===== config.mk =====
export PLATFORM = sky130hd
export DESIGN_NAME = hazard_forward_ctrl_flat
export DESIGN_NICKNAME = d
export VERILOG_FILES = /design/src/rtl/hazard_forward_ctrl_if.sv /design/src/rtl/hazard_forward_ctrl.sv /design/src/flat_wrapper.sv
export SDC_FILE = /design/constraint.sdc
export NUM_CORES = 1
export LEC_CHECK = 0
export CAP_MARGIN = 20
export CORE_MARGIN = 10
export CORE_UTILIZATION = 48
export DETAILED_ROUTE_END_ITERATION = 10
export PLACE_DENSITY = 0.85
export SYNTH_ARGS = -nofsm -noshare
export SYNTH_HDL_FRONTEND = slang
export SYNTH_SLANG_ARGS = --single-unit

===== constraint.sdc =====
create_clock -name clk -period 4.2 [get_ports clk]
set_input_delay 0.84 -clock clk [delete_from_list [all_inputs] [get_ports clk]]
set_output_delay 0.84 -clock clk [all_outputs]
set_load 0.01 [all_outputs]

===== src/rtl/hazard_forward_ctrl_if.sv =====
// Pipeline-side bundle for the hazard/forwarding controller: register fields and
// stage flags in, forwarding selects and stall/flush controls out.
interface hazard_forward_ctrl_if #(
  parameter int REG_BITS = 5,
  parameter int CNT_BITS = 16
);
  logic [REG_BITS-1:0] id_rs;
  logic [REG_BITS-1:0] id_rt;
  logic [REG_BITS-1:0] ex_rs;
  logic [REG_BITS-1:0] ex_rt;
  logic [REG_BITS-1:0] ex_rd;
  logic                ex_mem_read;
  logic                ex_branch_taken;
  logic                ex_mult_start;
  logic [REG_BITS-1:0] mem_rd;
  logic                mem_reg_write;
  logic [REG_BITS-1:0] wb_rd;
  logic                wb_reg_write;

  logic [1:0]          fwd_a_sel;
  logic [1:0]          fwd_b_sel;
  logic                pc_write;
  logic                if_id_write;
  logic                id_ex_bubble;
  logic                if_id_flush;
  logic                mult_busy;
  logic [CNT_BITS-1:0] stall_count;
  logic [CNT_BITS-1:0] flush_count;

  modport master (
    output id_rs, id_rt, ex_rs, ex_rt, ex_rd, ex_mem_read, ex_branch_taken,
           ex_mult_start, mem_rd, mem_reg_write, wb_rd, wb_reg_write,
    input  fwd_a_sel, fwd_b_sel, pc_write, if_id_write, id_ex_bubble,
           if_id_flush, mult_busy, stall_count, flush_count
  );

  modport slave (
    input  id_rs, id_rt, ex_rs, ex_rt, ex_rd, ex_mem_read, ex_branch_taken,
           ex_mult_start, mem_rd, mem_reg_write, wb_rd, wb_reg_write,
    output fwd_a_sel, fwd_b_sel, pc_write, if_id_write, id_ex_bubble,
           if_id_flush, mult_busy, stall_count, flush_count
  );
endinterface


===== src/rtl/hazard_forward_ctrl.sv =====
// Hazard and forwarding controller for the 5-stage pipeline: ALU operand forwarding,
// load-use stalls, branch flushes, multiplier freeze and saturating perf counters.
module hazard_forward_ctrl #(
  parameter int REG_BITS     = 5,
  parameter int MULT_LATENCY = 4,
  parameter int CNT_BITS     = 16
) (
  input  logic                  clk,
  input  logic                  reset_n,
  hazard_forward_ctrl_if.slave  hz
);

  typedef enum logic {RUN, MULT_WAIT} state_t;

  localparam logic [3:0] MULT_INIT = 4'(MULT_LATENCY - 1);

  state_t              state;
  logic [3:0]          mult_cnt;
  logic [CNT_BITS-1:0] stall_cnt;
  logic [CNT_BITS-1:0] flush_cnt;

  logic                load_use;
  logic [1:0]          fwd_a;
  logic [1:0]          fwd_b;
  logic                pc_write;
  logic                if_id_write;
  logic                bubble;
  logic                flush;
  logic                busy;

  // MEM wins over WB because it holds the younger result; register 0 never forwards.
  function automatic logic [1:0] fwd_code(
    input logic [REG_BITS-1:0] src,
    input logic [REG_BITS-1:0] mem_rd,
    input logic                mem_w,
    input logic [REG_BITS-1:0] wb_rd,
    input logic                wb_w
  );
    if (mem_w && (mem_rd != '0) && (mem_rd == src))
      return 2'd1;
    else if (wb_w && (wb_rd != '0) && (wb_rd == src))
      return 2'd2;
    return 2'd0;
  endfunction

  assign load_use = hz.ex_mem_read && (hz.ex_rd != '0) &&
                    ((hz.ex_rd == hz.id_rs) || (hz.ex_rd == hz.id_rt));

  always_comb begin
    pc_write    = 1'b1;
    if_id_write = 1'b1;
    bubble      = 1'b0;
    flush       = 1'b0;
    busy        = 1'b0;
    fwd_a       = 2'd0;
    fwd_b       = 2'd0;
    if (reset_n) begin
      fwd_a = fwd_code(hz.ex_rs, hz.mem_rd, hz.mem_reg_write, hz.wb_rd, hz.wb_reg_write);
      fwd_b = fwd_code(hz.ex_rt, hz.mem_rd, hz.mem_reg_write, hz.wb_rd, hz.wb_reg_write);
      if (state == MULT_WAIT) begin
        busy        = 1'b1;
        pc_write    = 1'b0;
        if_id_write = 1'b0;
        bubble      = 1'b1;
      end else if (hz.ex_branch_taken) begin
        // The ID instruction is wrong-path, so the flush supersedes any load-use stall.
        flush  = 1'b1;
        bubble = 1'b1;
      end else if (load_use) begin
        pc_write    = 1'b0;
        if_id_write = 1'b0;
        bubble      = 1'b1;
      end
    end
  end

  always_ff @(posedge clk) begin
    if (!reset_n) begin
      state     <= RUN;
      mult_cnt  <= '0;
      stall_cnt <= '0;
      flush_cnt <= '0;
    end else begin
      if (!pc_write && (stall_cnt != '1))
        stall_cnt <= stall_cnt + CNT_BITS'(1);
      if (flush && (flush_cnt != '1))
        flush_cnt <= flush_cnt + CNT_BITS'(1);
      case (state)
        RUN: begin
          if (hz.ex_mult_start) begin
            state    <= MULT_WAIT;
            mult_cnt <= MULT_INIT;
          end
        end
        MULT_WAIT: begin
          // Leaving on count 1 freezes the front end for MULT_LATENCY-1 cycles.
          if (mult_cnt <= 4'd1) begin
            state    <= RUN;
            mult_cnt <= '0;
          end else begin
            mult_cnt <= mult_cnt - 4'd1;
          end
        end
        default: begin
          state    <= RUN;
          mult_cnt <= '0;
        end
      endcase
    end
  end

  assign hz.fwd_a_sel    = fwd_a;
  assign hz.fwd_b_sel    = fwd_b;
  assign hz.pc_write     = pc_write;
  assign hz.if_id_write  = if_id_write;
  assign hz.id_ex_bubble = bubble;
  assign hz.if_id_flush  = flush;
  assign hz.mult_busy    = busy;
  assign hz.stall_count  = stall_cnt;
  assign hz.flush_count  = flush_cnt;

endmodule


===== src/flat_wrapper.sv =====
// flat-port wrapper written by rule: the top's interface ports become plain ports
module hazard_forward_ctrl_flat 
#(
  parameter int REG_BITS     = 5,
  parameter int MULT_LATENCY = 4,
  parameter int CNT_BITS     = 16
)
  (clk, reset_n, hz_id_rs, hz_id_rt, hz_ex_rs, hz_ex_rt, hz_ex_rd, hz_ex_mem_read, hz_ex_branch_taken, hz_ex_mult_start, hz_mem_rd, hz_mem_reg_write, hz_wb_rd, hz_wb_reg_write, hz_fwd_a_sel, hz_fwd_b_sel, hz_pc_write, hz_if_id_write, hz_id_ex_bubble, hz_if_id_flush, hz_mult_busy, hz_stall_count, hz_flush_count);
  hazard_forward_ctrl_if #(.REG_BITS(REG_BITS), .CNT_BITS(CNT_BITS)) hz_i ();
  input  logic clk;
  input  logic reset_n;
  input wire logic [$bits(hz_i.id_rs)-1:0] hz_id_rs;
  input wire logic [$bits(hz_i.id_rt)-1:0] hz_id_rt;
  input wire logic [$bits(hz_i.ex_rs)-1:0] hz_ex_rs;
  input wire logic [$bits(hz_i.ex_rt)-1:0] hz_ex_rt;
  input wire logic [$bits(hz_i.ex_rd)-1:0] hz_ex_rd;
  input wire logic [$bits(hz_i.ex_mem_read)-1:0] hz_ex_mem_read;
  input wire logic [$bits(hz_i.ex_branch_taken)-1:0] hz_ex_branch_taken;
  input wire logic [$bits(hz_i.ex_mult_start)-1:0] hz_ex_mult_start;
  input wire logic [$bits(hz_i.mem_rd)-1:0] hz_mem_rd;
  input wire logic [$bits(hz_i.mem_reg_write)-1:0] hz_mem_reg_write;
  input wire logic [$bits(hz_i.wb_rd)-1:0] hz_wb_rd;
  input wire logic [$bits(hz_i.wb_reg_write)-1:0] hz_wb_reg_write;
  output wire logic [$bits(hz_i.fwd_a_sel)-1:0] hz_fwd_a_sel;
  output wire logic [$bits(hz_i.fwd_b_sel)-1:0] hz_fwd_b_sel;
  output wire logic [$bits(hz_i.pc_write)-1:0] hz_pc_write;
  output wire logic [$bits(hz_i.if_id_write)-1:0] hz_if_id_write;
  output wire logic [$bits(hz_i.id_ex_bubble)-1:0] hz_id_ex_bubble;
  output wire logic [$bits(hz_i.if_id_flush)-1:0] hz_if_id_flush;
  output wire logic [$bits(hz_i.mult_busy)-1:0] hz_mult_busy;
  output wire logic [$bits(hz_i.stall_count)-1:0] hz_stall_count;
  output wire logic [$bits(hz_i.flush_count)-1:0] hz_flush_count;
  assign hz_i.id_rs = hz_id_rs;
  assign hz_i.id_rt = hz_id_rt;
  assign hz_i.ex_rs = hz_ex_rs;
  assign hz_i.ex_rt = hz_ex_rt;
  assign hz_i.ex_rd = hz_ex_rd;
  assign hz_i.ex_mem_read = hz_ex_mem_read;
  assign hz_i.ex_branch_taken = hz_ex_branch_taken;
  assign hz_i.ex_mult_start = hz_ex_mult_start;
  assign hz_i.mem_rd = hz_mem_rd;
  assign hz_i.mem_reg_write = hz_mem_reg_write;
  assign hz_i.wb_rd = hz_wb_rd;
  assign hz_i.wb_reg_write = hz_wb_reg_write;
  assign hz_fwd_a_sel = hz_i.fwd_a_sel;
  assign hz_fwd_b_sel = hz_i.fwd_b_sel;
  assign hz_pc_write = hz_i.pc_write;
  assign hz_if_id_write = hz_i.if_id_write;
  assign hz_id_ex_bubble = hz_i.id_ex_bubble;
  assign hz_if_id_flush = hz_i.if_id_flush;
  assign hz_mult_busy = hz_i.mult_busy;
  assign hz_stall_count = hz_i.stall_count;
  assign hz_flush_count = hz_i.flush_count;
  hazard_forward_ctrl #(.REG_BITS(REG_BITS), .MULT_LATENCY(MULT_LATENCY), .CNT_BITS(CNT_BITS)) u_core (.clk(clk), .reset_n(reset_n), .hz(hz_i));
endmodule

==> flow_metrics.tcl, run 1 <==
# collected from the flow reports
set metrics [dict create \
    status "finished clean" \
    met1_usage_pct 19.2 \
    setup_viol 0 \
    design_area_mm2 0.00319 \
    tightest_slew_ps 812 \
    critPathMaxStageDelay_ps 600 \
    cp_slowest_cell "clkdlybuf4s50_1" \
    post_cts_buffers 0 \
    hp-start "u_core.hz.stall_count[9]" \
    viasPerCell 5.66 \
    final-seq-area_um2 741 \
    area_leaders "dfxtp_1, xor2_1, xnor2_1" \
    cts_buffers 5 \
    grt_pass1_vias 2112 \
    worstReg2RegEnd "u_core.hz.stall_count[4]" \
    cp-end-kind "output pin" \
    drive_gt1_share_pct 6.07 \
    comb_area_mm2 0.00142 \
    yosysTopAreaCellShare_pct 32.7 \
    syn_avg_cell_area_um2 8.54 \
    switching_share_pct 26.2 \
    h-tree-depth 2 \
    power_density_mw_per_mm2 243 \
    most_common_cell "dfxtp_1" \
    ant_nets 0 \
    floorplan.core_util_pct 50.6 \
    dr.pass1.iters 4 \
    layout.cells.non_filler 398 \
    place_inst 391 \
    vdd_drop_max_mv 0.116 \
    netlist_instances 265 \
    synth_flop_count 37 \
]
[run 1: final cells by class]
class / instances / share of cell area [%]
well taps: 52 / 2.04
flip-flops and latches: 37 / 23.3
repair buffers: 85 / 26.5
clock inverters: 1 / 0.236
clock buffers: 6 / 2.59
inverters: 6 / 0.707
multi-input cells: 211 / 44.7
[run 1: power by group through the flow]
| stage | Combinational (mW) | Sequential (mW) | Clock, mW |
|---|---|---|---|
| after floorplan | 0.0801 | 0.373 | 0 |
| after global placement | 0.146 | 0.376 | 0 |
| after detailed placement | 0.149 | 0.376 | 0 |
| after CTS | 0.150 | 0.368 | 0.261 |
| after global routing | 0.164 | 0.370 | 0.277 |
| final | 0.149 | 0.368 | 0.256 |
[run 1: worst max path at each step]
stage	cells after the start	start	to	slack, ps
floorplan	7	hz_ex_rd[0]	hz_pc_write	1160
global placement	6	hz_mem_rd[0]	hz_fwd_b_sel[1]	350
detailed placement	6	hz_mem_rd[0]	hz_fwd_b_sel[1]	240
CTS	6	hz_mem_rd[0]	hz_fwd_b_sel[1]	250
global route	6	hz_mem_rd[0]	hz_fwd_b_sel[1]	140
finish	6	hz_mem_rd[0]	hz_fwd_b_sel[1]	240
[run 1: layer usage]
metal | vias up | wire, um
met5 | - | 0
met3 | 12 | 368
met4 | 0 | 141
met1 | 1050 | 2480
met2 | 74 | 3280
li1 | 1115 | -
[run 1: state kept, by name (all words and copies together) (netlist names)]
| signal | count |
|---|---|
| u_core.hz.flush_count | 16 |
| u_core.mult_cnt | 4 |
| u_core.hz.stall_count | 16 |
| u_core.state | 1 |
[run 1: metrics by stage]
| stage | worst slack, ps | power [mW] |
|---|---|---|
| 3_3_place_gp | 354 | 0.522 |
| 2_1_floorplan | 1160 | 0.453 |
| 3_5_place_dp | 240 | 0.525 |
| 5_1_grt | 137 | 0.811 |
| 4_1_cts | 252 | 0.779 |
| 6_report | 236 | 0.773 |
[run 1: tightest hold or removal path, stage by stage (launching register included)]
cell and delay (ps):
dfxtp_1 330, o31ai_1 70, a21oi_1 50
[run 1: cell families after synthesis]
family,count (synthesis),share of synthesized area (%)
simple gates,117,28.4
xor+xnor,44,17.0
compound gates,39,12.2
flops,37,32.7
buf+inv,17,4.37
mux,7,3.15
fa+ha+maj,4,2.21
[run 1: placed cells by master (no fill, tap or decap), types with 2 or more instances in the layout]
master / netlist / routed
and2_1: 5 / 5
mux2i_1: 6 / 6
nand2_1: 16 / 16
a211oi_1: 2 / 2
clkdlybuf4s50_1: 0 / 82
or4_1: 12 / 12
nand4_1: 7 / 7
dfxtp_1: 37 / 37
ha_1: 4 / 4
o21ai_2: 2 / 2
nor4_1: 3 / 3
buf_4: 3 / 3
nand3_1: 20 / 20
o31ai_1: 8 / 8
and4_1: 3 / 3
nor3b_1: 3 / 3
xor2_1: 24 / 24
a21oi_1: 15 / 15
xnor2_1: 20 / 20
nor3_1: 8 / 8
o21ai_0: 4 / 4
inv_1: 5 / 5
clkbuf_8: 0 / 6
and3_1: 8 / 8
nor2b_1: 3 / 3
nand2b_1: 2 / 2
nor2_1: 22 / 22
run_1/met1.png
Supply wires on this layer in grey.
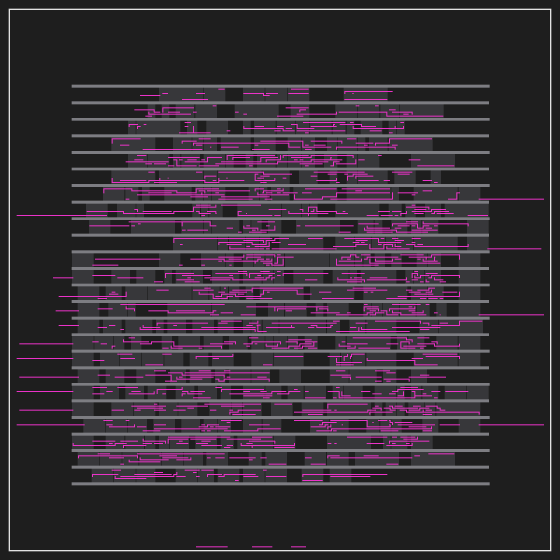
longest straight run: 18.9 um
nets with wire on the layer: 350
main direction: horizontal
final wirelength: 6.27 mm
via count: 2251

run_1/port_nets.png
Bar = 20 um.
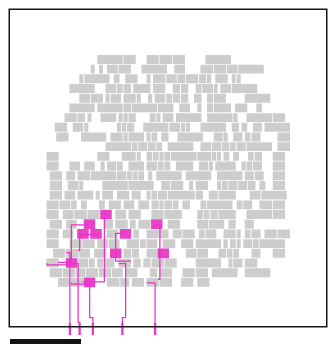
legend:
  magenta:
    port: hz_ex_rs
    bits: 5
    direction: input
    edge: bottom
    end_cells: 10
    buffers: 5
    wire: 185 um
IO Port Bufs: 82
# IOs: 83

run_1/final_congestion.png
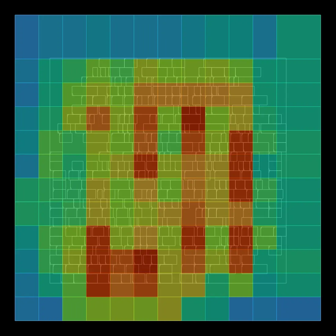
Wirelength per Cell: 15.8 um
met3 usage: 3.95%
met2 usage: 27.9%
total track usage: 16.4%

==> run 2: changes to the inputs <==
Settings changed: CORE_MARGIN 10 to 3, CTS_CLUSTER_SIZE from default to 20.
run_2/final_congestion.png
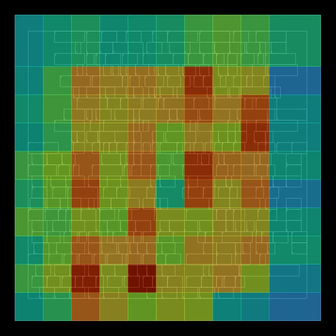
met3 usage: 5.47%
total track usage: 21.6%
met2 usage: 35.4%
Finished Core Util: 71.8%
most used routing layer: met2

run_2/port_nets.png
Bar = 20 um.
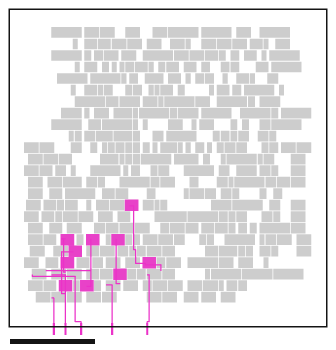
legend:
  magenta:
    port: hz_ex_rs
    bits: 5
    direction: input
    edge: bottom
    end_cells: 10
    buffers: 5
    wire: 148 um

==> flow_metrics.tcl, run 2 <==
# collected from the flow reports
set metrics [dict create \
    status "finished clean" \
    ant_nets 0 \
    met1_length_mm 2.56 \
    wl_met2_mm 2.80 \
    wl_met3_um 253 \
    most_common_cell "dfxtp_1" \
    worstReg2RegEnd "u_core.hz.stall_count[1]" \
    via_count 2213 \
    comb_area_mm2 0.00142 \
    h-tree-depth 2 \
    tightest_slew_ps 843 \
    cp-end-kind "output pin" \
    cts_buffers 5 \
    finalCritPeriodShare_pct 93.1 \
    core-area_mm2 0.00444 \
    synthFlopType "dfxtp_1" \
    final-seq-area_um2 741 \
    drive_gt1_share_pct 6.34 \
    power.total_mw 0.782 \
    floorplan.core_util_pct 50.9 \
    post_cts_buffers 0 \
    grt_antenna_before_repair 0 \
    cts_tree "done" \
    maxSlewHeadroom_pct 43.6 \
    highest_layer "met4" \
    syn_avg_cell_area_um2 8.54 \
    wirelength_mm 5.71 \
    grt_pass1_vias 2020 \
    gr-total-overflow 0 \
    vdd_drop_max_mv 0.305 \
    wl_per_cell_um 14.3 \
    holdPathEnd "u_core.hz.stall_count[15]" \
    synth_flop_count 37 \
    area_leaders "dfxtp_1, xor2_1, xnor2_1" \
    async_flop_share_pct 0 \
    setup_viol 0 \
    viasPerCell 5.55 \
    final_common_cell "clkdlybuf4s50_1" \
    rsz0062_at_grt "no" \
    yosys.area.top_type "dfxtp_1" \
    lay_top_cells "clkdlybuf4s50_1, dfxtp_1, xor2_1, nor2_1" \
    power_density_mw_per_mm2 245 \
    dr.pass1.iters 4 \
    yosysTopAreaCellShare_pct 32.7 \
    port_buffers 82 \
]
==> run 2: layout make-up <==
| type | count | share of cell area [%] |
|---|---|---|
| Clock buffer | 6 | 2.59 |
| Clock inverter | 2 | 0.431 |
| Inverter | 6 | 0.706 |
| Tap cell | 52 | 2.04 |
| Timing Repair Buffer | 85 | 26.4 |
| Multi-Input combinational cell | 211 | 44.6 |
| Sequential cell | 37 | 23.2 |
==> run 2: worst max-delay path by stage <==
| stage | startpoint | to | slack (ps) | depth (start not counted) |
|---|---|---|---|---|
| floorplan | hz_ex_rd[0] | hz_pc_write | 1160 | 7 |
| global placement | hz_mem_rd[0] | hz_fwd_b_sel[1] | 360 | 6 |
| detailed placement | hz_mem_rd[0] | hz_fwd_b_sel[1] | 290 | 6 |
| CTS | hz_mem_rd[0] | hz_fwd_b_sel[1] | 290 | 6 |
| global route | hz_mem_rd[0] | hz_fwd_b_sel[1] | 190 | 6 |
| finish | hz_mem_rd[0] | hz_fwd_b_sel[1] | 290 | 6 |
==> run 2: power breakdown <==
part           internal, mW  total (mW)  switching, mW
clock                 0.133       0.264          0.131
combinational        0.0833       0.149         0.0661
sequential            0.358       0.368         0.0109
==> run 2: worst max-delay path: stages <==
cell             delay (ps)
clkdlybuf4s50_1         470
or4_1                   550
o21ai_0                 230
nor4_1                  110
nor4_1                  280
clkdlybuf4s50_1         590
==> run 2: per-layer routing <==
layer	global-route usage, %	vias up
met3	5.47	11
li1	-	1119
met4	4.94	0
met2	35.4	61
met1	28.8	1022
met5	0	-
==> run 2: cells by family (layout without fill, tap and decap cells) <==
group | count (synthesis) | after routing | synth area share (%)
AOI/OAI and AO/OA | 39 | 39 | 12.2
xor gates and xnor gates | 44 | 44 | 17.0
adders and majority gates | 4 | 4 | 2.21
buffers and inverters | 17 | 99 | 4.37
DFF | 37 | 37 | 32.7
muxes | 7 | 7 | 3.15
and+or+nand+nor | 117 | 117 | 28.4
==> run 2: per-stage QoR <==
| stage | setup slack, ps | area, um2 | cells | util (%) | hold slack (ps) |
|---|---|---|---|---|---|
| after CTS | 288 | 3190 | 399 | 71.8 | 498 |
| final | 288 | 3190 | 399 | 71.8 | 495 |
| after detailed placement | 290 | 3100 | 391 | 69.7 | 487 |
| after floorplan | 1160 | 2260 | 265 | - | 463 |
| after global routing | 186 | 3190 | 399 | 71.8 | 533 |
| after global placement | 358 | 3100 | 391 | 69.7 | 460 |
Power and IR drop assume default switching activity.
